### The metal 2 layer, run 1

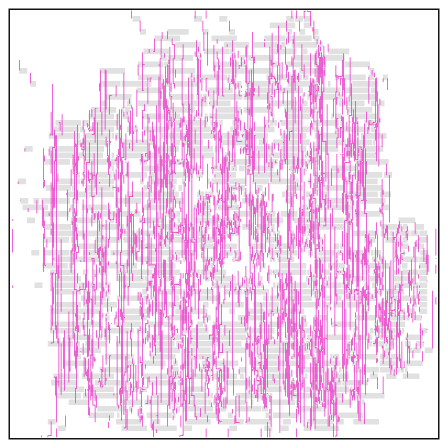
### Sequential cells grouped by signal name, run 1

Other sequential cells in the stronger grey, the rest of the logic in the fainter grey.
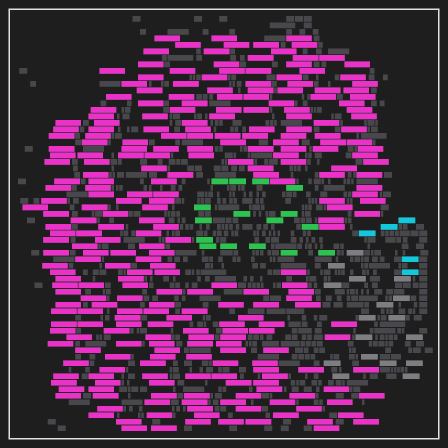
### Met1 routing, run 1

Supply wires on this layer in grey.
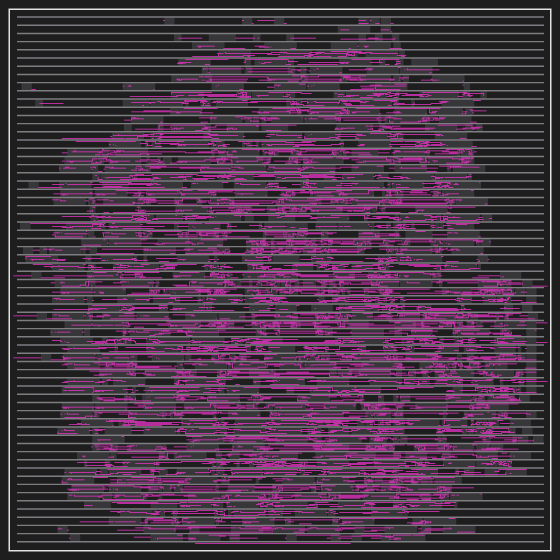
<file path="src/rtl/stim_step_sequencer_pkg.sv">
// Shared types and default widths for the timed stimulus sequencer.
package fsm_tb_pkg;

    localparam int DEF_NUM_STEPS = 13;
    localparam int DEF_DUR_W     = 16;
    localparam int DEF_VEC_W     = 4;
    localparam int DEF_IDX_W     = 4;

    typedef enum logic [1:0] {
        IDLE,
        RUN,
        FINISH
    } state_t;

    typedef struct packed {
        logic [DEF_DUR_W-1:0] dur;
        logic [DEF_VEC_W-1:0] vec;
        logic                 exp;
    } step_entry_t;

endpackage

</file>
<file path="src/rtl/stim_step_sequencer_if.sv">
// Control/config and DUT-facing signals of the stimulus sequencer.
interface stim_step_sequencer_if
    import fsm_tb_pkg::*;
#(
    parameter int DUR_W = DEF_DUR_W,
    parameter int VEC_W = DEF_VEC_W,
    parameter int IDX_W = DEF_IDX_W
) ();

    logic             cfg_we;
    logic [IDX_W-1:0] cfg_addr;
    logic [DUR_W-1:0] cfg_dur;
    logic [VEC_W-1:0] cfg_vec;
    logic             cfg_exp;
    logic [IDX_W-1:0] cfg_last;
    logic             start;
    logic             abort;
    logic             dut_out;
    logic [VEC_W-1:0] stim_vec;
    logic [IDX_W-1:0] step_idx;
    logic             busy;
    logic             done;
    logic [IDX_W:0]   err_cnt;

    modport master (
        output cfg_we, cfg_addr, cfg_dur, cfg_vec, cfg_exp, cfg_last,
        output start, abort, dut_out,
        input  stim_vec, step_idx, busy, done, err_cnt
    );

    modport slave (
        input  cfg_we, cfg_addr, cfg_dur, cfg_vec, cfg_exp, cfg_last,
        input  start, abort, dut_out,
        output stim_vec, step_idx, busy, done, err_cnt
    );

endinterface

</file>
<file path="src/rtl/stim_step_sequencer_table.sv">
// Step table register file: one write port, one combinational read port, no reset.
module stim_step_table #(
    parameter int NUM_STEPS = 13,
    parameter int IDX_W     = 4,
    parameter int ENTRY_W   = 21
) (
    input  logic               clk,
    input  logic               we,
    input  logic [IDX_W-1:0]   waddr,
    input  logic [ENTRY_W-1:0] wdata,
    input  logic [IDX_W-1:0]   raddr,
    output logic [ENTRY_W-1:0] rdata
);

    localparam logic [IDX_W:0] DEPTH = (IDX_W+1)'(NUM_STEPS);

    logic [ENTRY_W-1:0] mem [NUM_STEPS];

    always_ff @(posedge clk) begin
        if (we && ({1'b0, waddr} < DEPTH)) begin
            mem[waddr] <= wdata;
        end
    end

    assign rdata = ({1'b0, raddr} < DEPTH) ? mem[raddr] : '0;

endmodule

</file>
<file path="src/rtl/stim_step_sequencer.sv">
// Steps through the programmed table, driving each vector for its duration and
// scoring the DUT output on the last cycle of every step.
module stim_step_sequencer
    import fsm_tb_pkg::*;
#(
    parameter int NUM_STEPS = DEF_NUM_STEPS,
    parameter int DUR_W     = DEF_DUR_W,
    parameter int VEC_W     = DEF_VEC_W,
    parameter int IDX_W     = DEF_IDX_W
) (
    input  logic                  clk,
    input  logic                  reset,
    stim_step_sequencer_if.slave  bus
);

    localparam int               ENTRY_W  = DUR_W + VEC_W + 1;
    localparam logic [IDX_W-1:0] LAST_MAX = IDX_W'(NUM_STEPS - 1);

    state_t             state;
    logic [DUR_W-1:0]   cnt;
    logic [IDX_W-1:0]   last_reg;
    logic               cur_exp;
    logic [VEC_W-1:0]   stim_vec_r;
    logic [IDX_W-1:0]   step_idx_r;
    logic               busy_r;
    logic               done_r;
    logic [IDX_W:0]     err_cnt_r;

    logic [IDX_W-1:0]   rd_addr;
    logic [ENTRY_W-1:0] rd_data;
    logic [ENTRY_W-1:0] nxt_entry;
    logic [DUR_W-1:0]   nxt_dur;
    logic [VEC_W-1:0]   nxt_vec;
    logic               nxt_exp;
    logic               step_end;

    stim_step_table #(
        .NUM_STEPS (NUM_STEPS),
        .IDX_W     (IDX_W),
        .ENTRY_W   (ENTRY_W)
    ) u_table (
        .clk   (clk),
        .we    (bus.cfg_we && (state == IDLE)),
        .waddr (bus.cfg_addr),
        .wdata ({bus.cfg_dur, bus.cfg_vec, bus.cfg_exp}),
        .raddr (rd_addr),
        .rdata (rd_data)
    );

    // The single read port looks one step ahead while running and at entry 0
    // in IDLE; a same-cycle write to entry 0 is forwarded so start sees it.
    always_comb begin
        rd_addr   = (state == RUN) ? step_idx_r + 1'b1 : '0;
        nxt_entry = rd_data;
        if ((state == IDLE) && bus.cfg_we && (bus.cfg_addr == '0)) begin
            nxt_entry = {bus.cfg_dur, bus.cfg_vec, bus.cfg_exp};
        end
        {nxt_dur, nxt_vec, nxt_exp} = nxt_entry;
        if (nxt_dur == '0) begin
            nxt_dur = DUR_W'(1);
        end
    end

    assign step_end = (cnt <= DUR_W'(1));

    always_ff @(posedge clk) begin
        if (reset) begin
            state      <= IDLE;
            stim_vec_r <= '0;
            step_idx_r <= '0;
            busy_r     <= 1'b0;
            done_r     <= 1'b0;
            err_cnt_r  <= '0;
            cnt        <= '0;
            last_reg   <= '0;
            cur_exp    <= 1'b0;
        end else begin
            case (state)
                IDLE: begin
                    done_r <= 1'b0;
                    if (bus.start) begin
                        last_reg   <= (bus.cfg_last > LAST_MAX) ? LAST_MAX : bus.cfg_last;
                        step_idx_r <= '0;
                        err_cnt_r  <= '0;
                        cnt        <= nxt_dur;
                        stim_vec_r <= nxt_vec;
                        cur_exp    <= nxt_exp;
                        busy_r     <= 1'b1;
                        state      <= RUN;
                    end
                end
                RUN: begin
                    if (bus.abort) begin
                        stim_vec_r <= '0;
                        busy_r     <= 1'b0;
                        state      <= IDLE;
                    end else if (step_end) begin
                        if ((bus.dut_out != cur_exp) && (err_cnt_r != '1)) begin
                            err_cnt_r <= err_cnt_r + 1'b1;
                        end
                        if (step_idx_r == last_reg) begin
                            busy_r <= 1'b0;
                            done_r <= 1'b1;
                            state  <= FINISH;
                        end else begin
                            step_idx_r <= step_idx_r + 1'b1;
                            cnt        <= nxt_dur;
                            stim_vec_r <= nxt_vec;
                            cur_exp    <= nxt_exp;
                        end
                    end else begin
                        cnt <= cnt - 1'b1;
                    end
                end
                FINISH: begin
                    done_r <= 1'b0;
                    if (bus.abort) begin
                        stim_vec_r <= '0;
                    end
                    state <= IDLE;
                end
                default: begin
                    state <= IDLE;
                end
            endcase
        end
    end

    assign bus.stim_vec = stim_vec_r;
    assign bus.step_idx = step_idx_r;
    assign bus.busy     = busy_r;
    assign bus.done     = done_r;
    assign bus.err_cnt  = err_cnt_r;

endmodule

</file>
<file path="src/flat_wrapper.sv">
// flat-port wrapper written by rule: the top's interface ports become plain ports
module stim_step_sequencer_flat import fsm_tb_pkg::*;
#(
    parameter int NUM_STEPS = DEF_NUM_STEPS,
    parameter int DUR_W     = DEF_DUR_W,
    parameter int VEC_W     = DEF_VEC_W,
    parameter int IDX_W     = DEF_IDX_W
)
  (clk, reset, bus_cfg_we, bus_cfg_addr, bus_cfg_dur, bus_cfg_vec, bus_cfg_exp, bus_cfg_last, bus_start, bus_abort, bus_dut_out, bus_stim_vec, bus_step_idx, bus_busy, bus_done, bus_err_cnt);
  stim_step_sequencer_if #(.DUR_W(DUR_W), .VEC_W(VEC_W), .IDX_W(IDX_W)) bus_i ();
  input  logic clk;
  input  logic reset;
  input wire logic [$bits(bus_i.cfg_we)-1:0] bus_cfg_we;
  input wire logic [$bits(bus_i.cfg_addr)-1:0] bus_cfg_addr;
  input wire logic [$bits(bus_i.cfg_dur)-1:0] bus_cfg_dur;
  input wire logic [$bits(bus_i.cfg_vec)-1:0] bus_cfg_vec;
  input wire logic [$bits(bus_i.cfg_exp)-1:0] bus_cfg_exp;
  input wire logic [$bits(bus_i.cfg_last)-1:0] bus_cfg_last;
  input wire logic [$bits(bus_i.start)-1:0] bus_start;
  input wire logic [$bits(bus_i.abort)-1:0] bus_abort;
  input wire logic [$bits(bus_i.dut_out)-1:0] bus_dut_out;
  output wire logic [$bits(bus_i.stim_vec)-1:0] bus_stim_vec;
  output wire logic [$bits(bus_i.step_idx)-1:0] bus_step_idx;
  output wire logic [$bits(bus_i.busy)-1:0] bus_busy;
  output wire logic [$bits(bus_i.done)-1:0] bus_done;
  output wire logic [$bits(bus_i.err_cnt)-1:0] bus_err_cnt;
  assign bus_i.cfg_we = bus_cfg_we;
  assign bus_i.cfg_addr = bus_cfg_addr;
  assign bus_i.cfg_dur = bus_cfg_dur;
  assign bus_i.cfg_vec = bus_cfg_vec;
  assign bus_i.cfg_exp = bus_cfg_exp;
  assign bus_i.cfg_last = bus_cfg_last;
  assign bus_i.start = bus_start;
  assign bus_i.abort = bus_abort;
  assign bus_i.dut_out = bus_dut_out;
  assign bus_stim_vec = bus_i.stim_vec;
  assign bus_step_idx = bus_i.step_idx;
  assign bus_busy = bus_i.busy;
  assign bus_done = bus_i.done;
  assign bus_err_cnt = bus_i.err_cnt;
  stim_step_sequencer #(.NUM_STEPS(NUM_STEPS), .DUR_W(DUR_W), .VEC_W(VEC_W), .IDX_W(IDX_W)) u_core (.clk(clk), .reset(reset), .bus(bus_i));
endmodule
</file>
<file path="config.mk">
export PLATFORM = sky130hd
export DESIGN_NAME = stim_step_sequencer_flat
export DESIGN_NICKNAME = d
export VERILOG_FILES = /design/src/rtl/stim_step_sequencer_pkg.sv /design/src/rtl/stim_step_sequencer_if.sv /design/src/rtl/stim_step_sequencer_table.sv /design/src/rtl/stim_step_sequencer.sv /design/src/flat_wrapper.sv
export SDC_FILE = /design/constraint.sdc
export NUM_CORES = 1
export LEC_CHECK = 0
export ABC_AREA = 0
export CORE_MARGIN = 2
export CORE_UTILIZATION = 43
export DETAILED_ROUTE_END_ITERATION = 16
export PLACE_DENSITY = 0.62
export SYNTH_ARGS = -nofsm -noshare
export SYNTH_HDL_FRONTEND = slang
export SYNTH_SLANG_ARGS = --single-unit
</file>
<file path="constraint.sdc">
create_clock -name clk -period 4.5 [get_ports clk]
set_input_delay 1.35 -clock clk [delete_from_list [all_inputs] [get_ports clk]]
set_output_delay 1.35 -clock clk [all_outputs]
set_load 0.02 [all_outputs]
</file>
==> PnR_summary.wiki, run 1 <==
== Flow metrics ==
{| class="wikitable"
! Metric !! Value
|-
| Sequential cell count || 311
|-
| Maximum fanout count along the critical path || 40
|-
| Cells after Synth || 1042
|-
| Largest class || registers
|-
| Setup repair after global routing missed its margin || no
|-
| Clock tree from TritonCTS || built
|-
| Latest clock arrival within the worst-skew pair || 570 ps
|-
| Area contributors post-synth || sky130_fd_sc_hd__edfxtp_1 62%, sky130_fd_sc_hd__dfxtp_1 5.8%, sky130_fd_sc_hd__nand2_1 4.9%, sky130_fd_sc_hd__a211oi_1 3.2%, sky130_fd_sc_hd__a21oi_1 2.1%
|-
| Worst clock skew on the final layout || 14.8 ps
|-
| Yosys synthesis chip area || 13200 um^2
|-
| Largest stage delay, worst path || 410 ps
|-
| Final layout net count || 1145
|-
| Max clock buf depth || 3
|-
| Post-DR wirelength/cell || 21.3 um
|-
| Number of cells on the worst hold path || 2
|-
| First-pass GRT wire length || 49.9 mm
|-
| Final Critical Period || 3480 ps
|-
| Synth area leader || sky130_fd_sc_hd__edfxtp_1
|-
| Mapped cell area || 13200 um^2
|-
| Pwr Density || 472 nW/um^2
|-
| Clock-pin transition on the worst setup and hold timing paths || 60 ps
|-
| Syn Area/Cell || 12.7 um^2
|-
| Number of non-clock buffers || 93
|-
| Critical Path RT || 4980 ps
|-
| Count of final hold-check violations || 0
|-
| Clock Network Area Fraction || 6.82%
|-
| Core Density at Floorplan || 43.3%
|-
| Post-CTS Resized || 0
|-
| Port Buf Inserts || 49
|-
| Worst Hold Class || flop to flop
|-
| Most common logic cells in the final layout || 273 x sky130_fd_sc_hd__edfxtp_1, 170 x sky130_fd_sc_hd__nand2_1, 56 x sky130_fd_sc_hd__a211oi_1, 55 x sky130_fd_sc_hd__a21oi_1, 49 x sky130_fd_sc_hd__clkdlybuf4s50_1
|-
| Remaining design rule violation count || 0
|-
| Vias in the first global route || 8277
|-
| Sum of negative setup slack || 0 ps
|-
| Buffer share of cell area || 5.75%
|-
| Layout clock buffer count || 37
|-
| Most Used Layer, Global Route || met2
|-
| Starting DRT DRC Count || 845
|-
| GR Layer Usage met3 || 2.57%
|-
| Routability congestion estimate from global placement || 0.890
|-
| Xor and xnor fraction of the mapped netlist area || 0.531%
|-
| Total via count after detailed routing || 8745
|-
| Critical Path End Type || flop
|-
| Iteration tally of the first detailed-router pass || 5
|-
| Unique cell type count in the Yosys netlist || 65
|-
| Die Ht || 179 um
|-
| Timing startpoint of the critical path || u_core.state[1]$_SDFFE_PP0P_
|-
| Flop area || 8960 um^2
|-
| Standard-cell row count || 64
|-
| Sequential cell area fraction in the yosys report || 67.9%
|-
| Total inserted antenna cells || 0
|-
| Outcome || complete, no violations
|-
| CTS Buf Count || 31
|-
| Met2 wire length || 14.9 mm
|-
| Max layer used || met4
|-
| Routing usage on met2 || 32.3%
|-
| Core Box Area || 30400 um^2
|-
| Fin crit share || 77.4%
|-
| Tally of max-capacitance violations || 0
|-
| Multiplexer share of the synthesized area || 1.94%
|-
| Simple-gate share of the synthesized area || 12.4%
|-
| Main synth FF type || sky130_fd_sc_hd__edfxtp_1
|-
| Top comb family, area || AND-OR/OR-AND gates
|-
| Routed met1 length || 14.8 mm
|-
| Post-Synthesis Net Count || 1086
|-
| Die span in x || 179 um
|-
| Critical path's top delay family || AND-OR/OR-AND gates
|-
| Adder and majority gate portion of the synthesized area || 0.854%
|-
| Cell with the most instances after synthesis || sky130_fd_sc_hd__edfxtp_1
|-
| Most frequently placed logic cell in the final layout || sky130_fd_sc_hd__edfxtp_1
|-
| Fraction of area in registers || 58.3%
|-
| Category of the most critical setup path || flop to flop
|-
| Count of multi-input gates || 654
|-
| Tap Cells || 396
|-
| Count of cells along the worst register-to-register path || 13
|-
| Synth Warn # || 0
|-
| HPWL after detailed placement || 19.3 mm
|-
| Logic depth of the worst setup path including buffers || 13
|-
| Pin count of the biggest net entering global routing || 59
|-
| Area of the die || 32100 um^2
|-
| Crit path launch type || flop
|-
| IR drop worst, VDD || 0.266 mV
|-
| Comb gate area || 3940 um^2
|-
| Minimum setup slack among reg-to-reg paths || 1020 ps
|-
| Launch instance of the worst register-to-register path || u_core.state[1]$_SDFFE_PP0P_
|-
| Number of nets with antenna violations after routing || 0
|-
| Register with the most flip-flops || u_core.u_table.mem
|-
| Fmax || 0.287 GHz
|-
| Post-synth EDFFs || 273
|-
| Number of hold-repair buffers added at the cts stage || 0
|-
| Comb area share || 25.6%
|-
| Count of buffers added by post-CTS timing repair for setup || 0
|-
| Fill cell instance count of the final layout || 2597
|-
| Number of primary I/O pins || 50
|-
| GRT Overall Usage || 20.6%
|-
| Setup violation total in the final timing report || 0
|-
| Buffer-and-inverter tally for the worst setup path || 3
|-
| Static Leakage || 5.05 nW
|-
| Post-synthesis async set-or-reset flop share || 0%
|-
| Via/cell ratio || 5.75
|-
| CTS H-Tree Depth || 1
|-
| Post-synth regs || 311
|-
| Clock sink total || 311
|-
| Antenna violations before repair || 0
|-
| Startpoint of the most critical hold path || u_core.last_reg[2]$_SDFFE_PP0P_
|-
| Number of warnings the tools reported || 30
|-
| Global routing met1 resource utilization || 30.3%
|-
| Top area contributor share || 62.2%
|-
| Number of flip-flops in the largest register || 273
|}
Notes on 'The metal 2 layer' above:
longest straight run: 86.4 um
nets with wire on the layer: 878
main direction: vertical
wire length on this layer: 14900 um

Notes on 'Sequential cells grouped by signal name' above:
| colour | netlist name | sequential cells | where |
|---|---|---|---|
| magenta | u_core.u_table.mem | 273 | all over the die |
| cyan | u_core.bus.err_cnt | 5 | middle right |
| green | u_core.cnt | 16 | centre |
not coloured: 17

Notes on 'Met1 routing' above:
main direction: horizontal
wire length on this layer: 14800 um
longest straight run: 51.5 um
nets with wire on the layer: 1069
share of all routed wire: 46%

run 1: stage by stage:
stage | total power [W] | worst slack, ps | util, % | hold WS [ps] | cell area (um^2)
2_1_floorplan | 0.00421 | 305 | - | 444 | 13200
3_3_place_gp | 0.00462 | 467 | 47.0 | 459 | 14300
3_5_place_dp | 0.00464 | 422 | 47.0 | 466 | 14300
4_1_cts | 0.00729 | 1010 | 50.5 | 474 | 15400
5_1_grt | 0.00756 | 770 | 50.5 | 494 | 15400
6_report | 0.00725 | 1020 | 50.5 | 475 | 15400
run 1: power by group:
| group | internal (W) | leakage, nW | switching [W] |
|---|---|---|---|
| clock network | 0.00160 | 0.502 | 0.00107 |
| registers | 0.00323 | 2.77 | 0.0000647 |
| logic | 0.000465 | 1.78 | 0.000822 |
| total | 0.00530 | 5.05 | 0.00195 |
### Congestion heat map, run 1

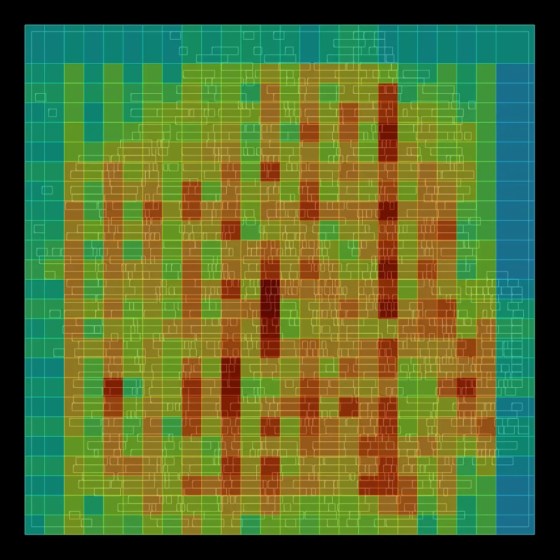

==> inputs of run 2 (changes only) <==
==> constraint.sdc (replaced) <==
create_clock -name clk -period 3.65 [get_ports clk]
set_input_delay 1.095 -clock clk [delete_from_list [all_inputs] [get_ports clk]]
set_output_delay 1.095 -clock clk [all_outputs]
set_load 0.02 [all_outputs]
### Congestion heat map, run 2

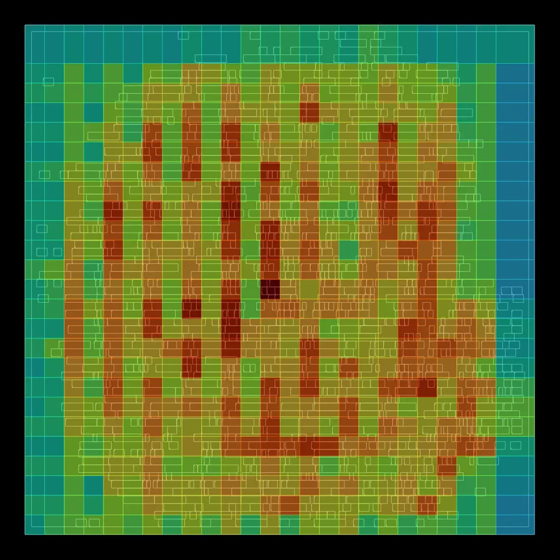
post-DR wirelength/cell: 21.6 um
GR Layer Usage met3: 3.54%
Most Used Layer, Global Route: met2

==> run 2 against run 1 <==
Effect of this change: critical path type unchanged; first-iteration DRC count shrank 9.7%; core utilization up 0.63 points; critical path depth decreased by 1; maximum frequency is 7.3% higher; via count rose by 0.97%; clock skew increased by 17 ps.
==> PnR_summary.wiki, run 2 <==
== Flow metrics ==
{| class="wikitable"
! Metric !! Value
|-
| Wire length on met3 || 2.11 mm
|-
| Critical Path End Type || flop
|-
| Standard-cell row count || 64
|-
| Post-synth regs || 311
|-
| Final wirelength || 33.4 mm
|-
| Count of cells along the worst register-to-register path || 12
|-
| Post-synthesis cell count from yosys || 1042
|-
| Number of hold-repair buffers added at the cts stage || 0
|-
| Largest class || registers
|-
| Die span in x || 179 um
|-
| Total Power || 0.00900 W
|-
| Final Critical Period || 3250 ps
|-
| Routability congestion estimate from global placement || 0.839
|-
| Total inserted antenna cells || 0
|-
| Post-Synthesis Net Count || 1086
|-
| Global routing met1 resource utilization || 29.2%
|-
| Count of buffers added by post-CTS timing repair for setup || 0
|-
| Setup violation total in the final timing report || 0
|-
| Vias in the first global route || 8489
|-
| Clock sink total || 311
|-
| Buffer-and-inverter tally for the worst setup path || 2
|-
| Final layout net count || 1169
|-
| Syn Area/Cell || 12.7 um^2
|-
| Outcome || complete, no violations
|-
| Post-synthesis async set-or-reset flop share || 0%
|-
| Post-synth EDFFs || 273
|-
| Static Leakage || 5.18 nW
|-
| Total via count after detailed routing || 8830
|-
| Remaining design rule violation count || 0
|-
| Core Box Area || 30400 um^2
|-
| Sum of negative setup slack || 0 ps
|-
| CP Data Arrival Time || 3730 ps
|-
| Hold EP || u_core.last_reg[2]$_SDFFE_PP0P_
|-
| Top area contributor share || 62.2%
|-
| Register with the most flip-flops || u_core.u_table.mem
|-
| Launch instance of the worst register-to-register path || u_core.state[1]$_SDFFE_PP0P_
|-
| GRT Overall Usage || 21.1%
|-
| Count of final hold-check violations || 0
|-
| Cell with the most instances after synthesis || sky130_fd_sc_hd__edfxtp_1
|-
| Pwr Density || 578 nW/um^2
|-
| Crit path launch type || flop
|-
| Post-placement setup slack || 12.6 ps
|-
| Area contributors post-synth || sky130_fd_sc_hd__edfxtp_1 62%, sky130_fd_sc_hd__dfxtp_1 5.8%, sky130_fd_sc_hd__nand2_1 4.9%, sky130_fd_sc_hd__a211oi_1 3.2%, sky130_fd_sc_hd__a21oi_1 2.1%
|-
| Most frequent cells after synthesis || 273 x sky130_fd_sc_hd__edfxtp_1, 171 x sky130_fd_sc_hd__nand2_1, 56 x sky130_fd_sc_hd__a211oi_1, 56 x sky130_fd_sc_hd__nor2_1, 55 x sky130_fd_sc_hd__a21oi_1
|-
| Cells after Synth || 1042
|-
| Most common logic cells in the final layout || 273 x sky130_fd_sc_hd__edfxtp_1, 170 x sky130_fd_sc_hd__nand2_1, 63 x sky130_fd_sc_hd__buf_4, 56 x sky130_fd_sc_hd__a211oi_1, 55 x sky130_fd_sc_hd__a21oi_1
|-
| Max clock buf depth || 3
|-
| HPWL after detailed placement || 19.9 mm
|-
| Tap Cells || 396
|-
| Setup repair after global routing missed its margin || no
|-
| Fmax || 0.308 GHz
|-
| Routing usage on met2 || 34.5%
|-
| Fraction of area in registers || 57.6%
|-
| Number of cells on the worst hold path || 2
|-
| Post-CTS Resized || 0
|-
| Main synth FF type || sky130_fd_sc_hd__edfxtp_1
|-
| Count of multi-input gates || 654
|-
| Most frequently placed logic cell in the final layout || sky130_fd_sc_hd__edfxtp_1
|-
| Slew at the pin closest to its max-slew limit || 1280 ps
|-
| Fraction of final layout cells with drive strength greater than 1 || 13.1%
|-
| Logic inverters || 10
|-
| CTS H-Tree Depth || 1
|-
| IR drop worst, VDD || 0.311 mV
|-
| Number of flip-flops in the largest register || 273
|-
| Synth Warn # || 0
|-
| Core Density at Floorplan || 43.3%
|-
| Area Growth Syn to Fin || 18.0%
|-
| Antenna violations before repair || 0
|-
| Via/cell ratio || 5.72
|-
| Tally of max-capacitance violations || 0
|-
| Die Ht || 179 um
|-
| Clock Network Area Fraction || 6.76%
|-
| Number of primary I/O pins || 50
|-
| Max layer used || met4
|-
| First-pass GRT wire length || 50.7 mm
|-
| Clock tree from TritonCTS || built
|-
| Met2 wire length || 15.7 mm
|-
| Fin crit share || 88.9%
|-
| Layout clock buffer count || 37
|-
| Pin count of the biggest net entering global routing || 46
|-
| Starting DRT DRC Count || 763
|-
| Sequential cell area fraction in the yosys report || 67.9%
|-
| Setup slack after layout || 404 ps
|-
| Flop area || 8960 um^2
|-
| Critical Path RT || 4140 ps
|-
| Sequential cell count || 311
|-
| Startpoint of the most critical hold path || u_core.last_reg[2]$_SDFFE_PP0P_
|-
| Number of non-clock buffers || 117
|-
| Congestion Overflow GR || 0
|-
| Port Buf Inserts || 49
|-
| Area of the die || 32100 um^2
|-
| Category of the most critical setup path || flop to flop
|-
| Worst clock skew on the final layout || 31.6 ps
|-
| Worst Hold Class || flop to flop
|-
| Clock-pin transition on the worst setup and hold timing paths || 60 ps
|-
| Comb area share || 25.4%
|-
| Critical path's top delay family || simple AND/OR/NAND/NOR gates
|-
| Max-slew violation total from the final report || 0
|-
| Maximum fanout count along the critical path || 23
|-
| Number of warnings the tools reported || 30
|-
| Latest clock arrival within the worst-skew pair || 580 ps
|-
| Unique cell type count in the Yosys netlist || 65
|-
| Yosys synthesis chip area || 13200 um^2
|-
| Synth area leader || sky130_fd_sc_hd__edfxtp_1
|-
| Comb gate area || 3950 um^2
|-
| Largest stage delay, worst path || 470 ps
|-
| Fill cell instance count of the final layout || 2607
|-
| Timing startpoint of the critical path || u_core.state[1]$_SDFFE_PP0P_
|-
| Iteration tally of the first detailed-router pass || 5
|-
| CTS Buf Count || 31
|-
| Most frequent CP cell || sky130_fd_sc_hd__nand4_1
|-
| Mapped cell area || 13200 um^2
|-
| Minimum setup slack among reg-to-reg paths || 400 ps
|-
| Finished Core Util || 51.1%
|-
| Logic depth of the worst setup path including buffers || 12
|-
| Routed met1 length || 14.8 mm
|-
| Critical path endpoint || u_core.cnt[0]$_SDFFE_PP0P_
|-
| Number of nets with antenna violations after routing || 0
|-
| Buffer share of cell area || 6.84%
|}
### The metal 2 layer, run 2

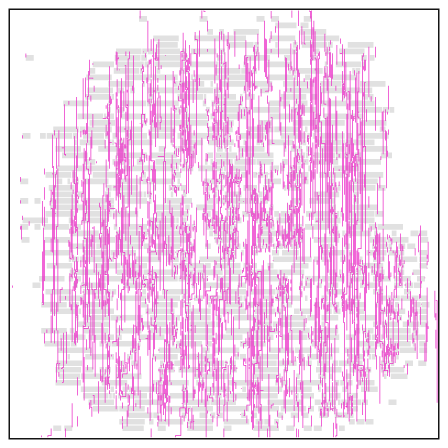
wire length on this layer: 15700 um
nets with wire on the layer: 906

run 2: cell counts after synthesis:
No cell type changed its count.
run 2: kinds of logic after synthesis:
group | share of synthesized area [%]
mux | 1.94
xor+xnor | 0.531
compound gates | 13.7
buf+inv | 2.68
flops | 67.9
fa+ha+maj | 0.854
simple gates | 12.4
run 2: power breakdown:
part | internal (W) | total (W) | switching, W
clock | 0.00198 | 0.00329 | 0.00132
combinational | 0.000607 | 0.00164 | 0.00103
sequential | 0.00398 | 0.00406 | 0.0000776
total | 0.00657 | 0.00900 | 0.00243
run 2: through the flow:
stage / instance area (um^2) / hold slack [ps] / instances
after floorplan: 13200 / 444 / 1042
after global placement: 14500 / 455 / 1488
after detailed placement: 14500 / 463 / 1488
after CTS: 15600 / 471 / 1545
after global routing: 15600 / 496 / 1545
final: 15600 / 472 / 1545
### Sequential cells grouped by signal name, run 2

Other sequential cells in the stronger grey, the rest of the logic in the fainter grey.
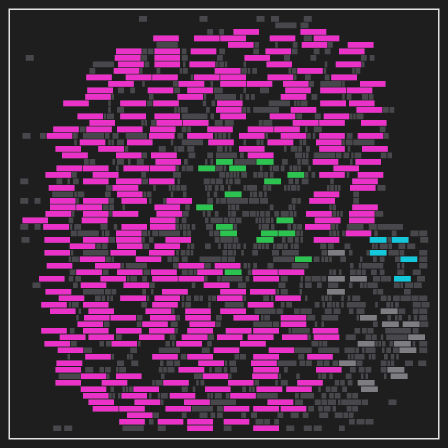

==> inputs of run 3 (changes only) <==
--- a/config.mk
+++ b/config.mk
@@ -9,7 +9,7 @@
 export CORE_MARGIN = 2
 export CORE_UTILIZATION = 43
 export DETAILED_ROUTE_END_ITERATION = 16
-export PLACE_DENSITY = 0.62
+export PLACE_DENSITY = 0.64
 export SYNTH_ARGS = -nofsm -noshare
 export SYNTH_HDL_FRONTEND = slang
 export SYNTH_SLANG_ARGS = --single-unit
==> constraint.sdc (replaced) <==
create_clock -name clk -period 2.93 [get_ports clk]
set_input_delay 0.879 -clock clk [delete_from_list [all_inputs] [get_ports clk]]
set_output_delay 0.879 -clock clk [all_outputs]
set_load 0.02 [all_outputs]
### Sequential cells grouped by signal name, run 3

Other sequential cells in the stronger grey, the rest of the logic in the fainter grey.
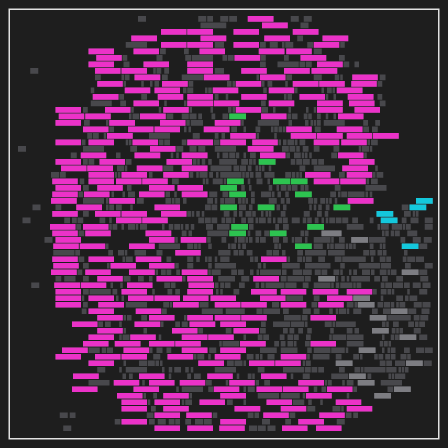
| colour | netlist name | sequential cells |
|---|---|---|
| cyan | u_core.bus.err_cnt | 5 |
| magenta | u_core.u_table.mem | 273 |
| green | u_core.cnt | 16 |
not coloured: 17

### Wires at chosen ports, followed through buffers, run 3

Scale bar: 50 um.
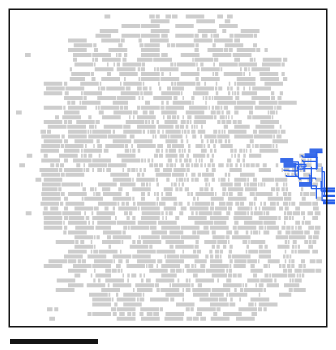
| colour | port | bits | direction | end cells | buffers | wire |
|---|---|---|---|---|---|---|
| blue | bus_err_cnt | 5 | output | 5 | 5 | 208 um |

==> run 3 against run 2 <==
Effect of this change: combinational power increased by about 40%; die area unchanged; critical path type unchanged; count of clock-buffer cells in the layout increased by 2; critical path depth increased by 1; first-iteration DRC count increased by 6.3%; critical endpoint unchanged.
==> PnR_summary.wiki, run 3 <==
== Flow metrics ==
{| class="wikitable"
! Metric !! Value
|-
| Outcome || complete, no violations
|-
| Buffer share of cell area || 10.4%
|-
| Switching power || 0.00309 W
|-
| Number of non-clock buffers || 169
|-
| Number of cells on the worst hold path || 2
|-
| Category of the most critical setup path || flop to flop
|-
| Core Density at Floorplan || 43.3%
|-
| Tap Cells || 396
|-
| Part of the power in combinational logic || 20.5%
|-
| Tightest hold margin || 476 ps
|-
| Setup slack after layout || 59.4 ps
|-
| GR Layer Usage met3 || 3.12%
|-
| Global routing met1 resource utilization || 29.9%
|-
| Register with the most flip-flops || u_core.u_table.mem
|-
| Sum of negative setup slack || 0 ps
|-
| Synth area leader || sky130_fd_sc_hd__edfxtp_1
|-
| Worst clock skew on the final layout || 7.16 ps
|-
| Worst Hold Class || flop to flop
|-
| Critical Path End Type || flop
|-
| Clock sink total || 311
|-
| Sequential group share of total power || 45.2%
|-
| Routability congestion estimate from global placement || 0.887
|-
| Setup violation total in the final timing report || 0
|-
| Ao+oa area frac || 13.7%
|-
| Syn Area/Cell || 12.7 um^2
|-
| Core Box Area || 30400 um^2
|-
| Largest stage delay, worst path || 360 ps
|-
| Hold EP || u_core.last_reg[3]$_SDFFE_PP0P_
|-
| Internal power component || 0.00810 W
|-
| Largest class || registers
|-
| Pwr Density || 690 nW/um^2
|-
| Max layer used || met4
|-
| Comb area share || 24.9%
|-
| Number of hold-repair buffers added at the cts stage || 0
|-
| Post-DR wirelength/cell || 21.8 um
|-
| Buffer-and-inverter tally for the worst setup path || 4
|-
| Count of cells along the worst register-to-register path || 13
|-
| Die span in x || 179 um
|-
| Adder and majority gate portion of the synthesized area || 0.854%
|-
| Timing startpoint of the critical path || u_core.bus.step_idx[0]$_SDFFE_PP0P_
|-
| Top area contributor share || 62.2%
|-
| Finished Core Util || 53.3%
|-
| Max clock buf depth || 3
|-
| Main synth FF type || sky130_fd_sc_hd__edfxtp_1
|-
| Final Non-Filler Cells || 1598
|-
| Static Leakage || 5.51 nW
|-
| Post-Synthesis Net Count || 1086
|-
| Startpoint of the most critical hold path || u_core.last_reg[3]$_SDFFE_PP0P_
|-
| Tally of max-capacitance violations || 0
|-
| Wire length on met3 || 2.32 mm
|-
| Latest clock arrival within the worst-skew pair || 550 ps
|-
| First-pass GRT wire length || 52.6 mm
|-
| Iteration tally of the first detailed-router pass || 7
|-
| Total via count after detailed routing || 9190
|-
| Number of flip-flops in the largest register || 273
|-
| Crit path launch type || flop
|-
| Total inserted antenna cells || 0
|-
| Most frequent cells after synthesis || 273 x sky130_fd_sc_hd__edfxtp_1, 171 x sky130_fd_sc_hd__nand2_1, 56 x sky130_fd_sc_hd__a211oi_1, 56 x sky130_fd_sc_hd__nor2_1, 55 x sky130_fd_sc_hd__a21oi_1
|-
| Most frequently placed logic cell in the final layout || sky130_fd_sc_hd__edfxtp_1
|-
| Layout clock buffer count || 39
|-
| Standard-cell row count || 64
|-
| Antenna violations before repair || 0
|-
| Max-slew violation total from the final report || 0
|-
| Sequential cell count || 311
|-
| Pin count of the biggest net entering global routing || 49
|-
| Clock tree from TritonCTS || built
|-
| Total Power || 0.0112 W
|-
| Die Ht || 179 um
|-
| Remaining design rule violation count || 0
|-
| Launch instance of the worst register-to-register path || u_core.bus.step_idx[0]$_SDFFE_PP0P_
|-
| Post-DP Area || 15100 um^2
|-
| Critical Path RT || 3350 ps
|-
| Logic depth of the worst setup path including buffers || 13
|-
| Starting DRT DRC Count || 811
|-
| Power in the clock group || 0.00384 W
|-
| Post-CTS Resized || 2
|-
| Simple-gate share of the synthesized area || 12.4%
|-
| Via/cell ratio || 5.75
|-
| Fraction of area in registers || 55.3%
|-
| Comb gate area || 4040 um^2
|-
| Top comb family, area || AND-OR/OR-AND gates
|-
| Multiplexer share of the synthesized area || 1.94%
|-
| Clock-pin transition on the worst setup and hold timing paths || 60 ps
|-
| Post-placement setup slack || -481 ps
|-
| Critical path's top delay family || AND-OR/OR-AND gates
|-
| Routed met1 length || 14.9 mm
|-
| Most Used Layer, Global Route || met2
|-
| Number of primary I/O pins || 50
|-
| Number of warnings the tools reported || 30
|-
| CTS H-Tree Depth || 1
|-
| HPWL after detailed placement || 21.6 mm
|-
| Switching share of total power || 27.6%
|-
| Fraction of final layout cells with drive strength greater than 1 || 18.0%
|-
| Fill cell instance count of the final layout || 2536
|-
| Maximum fanout count along the critical path || 34
|-
| GRT Overall Usage || 21.8%
|-
| Synth Warn # || 0
|-
| Slew at the pin closest to its max-slew limit || 682 ps
|-
| CP Data Arrival Time || 3290 ps
|-
| Area contributors post-synth || sky130_fd_sc_hd__edfxtp_1 62%, sky130_fd_sc_hd__dfxtp_1 5.8%, sky130_fd_sc_hd__nand2_1 4.9%, sky130_fd_sc_hd__a211oi_1 3.2%, sky130_fd_sc_hd__a21oi_1 2.1%
|-
| Area of the die || 32100 um^2
|-
| Mapped cell area || 13200 um^2
|-
| Group with the largest share of power || sequential cells
|-
| Fraction of power consumed by the clock network || 34.3%
|-
| Final Critical Period || 2870 ps
|-
| Post-synth EDFFs || 273
|-
| CTS Buf Count || 31
|-
| Logic inverters || 10
|-
| Yosys synthesis chip area || 13200 um^2
|-
| Number of nets with antenna violations after routing || 0
|-
| Fin crit share || 98.0%
|-
| Most common logic cells in the final layout || 273 x sky130_fd_sc_hd__edfxtp_1, 169 x sky130_fd_sc_hd__nand2_1, 95 x sky130_fd_sc_hd__buf_4, 55 x sky130_fd_sc_hd__a211oi_1, 55 x sky130_fd_sc_hd__a21oi_1
|-
| Fmax || 0.348 GHz
|-
| Unique cell type count in the Yosys netlist || 65
|-
| Final wirelength || 34.9 mm
|-
| Placed cell count || 1534
|-
| Critical path endpoint || u_core.cnt[0]$_SDFFE_PP0P_
|}
## run 3: cell counts after synthesis
No cell type changed its count.
## run 3: worst register-to-register path: stages, from the launching register on
cell                       delay [ps]
sky130_fd_sc_hd__dfxtp_4          360
sky130_fd_sc_hd__ha_1             340
sky130_fd_sc_hd__nand2_4          110
sky130_fd_sc_hd__buf_12           190
sky130_fd_sc_hd__buf_12           250
sky130_fd_sc_hd__nand2_2          140
sky130_fd_sc_hd__a31oi_4          320
sky130_fd_sc_hd__buf_4            190
sky130_fd_sc_hd__o21ai_0          110
sky130_fd_sc_hd__o31ai_2          330
sky130_fd_sc_hd__buf_4            180
sky130_fd_sc_hd__nor4_4            40
sky130_fd_sc_hd__nand4_1          120
sky130_fd_sc_hd__a311oi_2          90
Power and IR drop assume default switching activity.
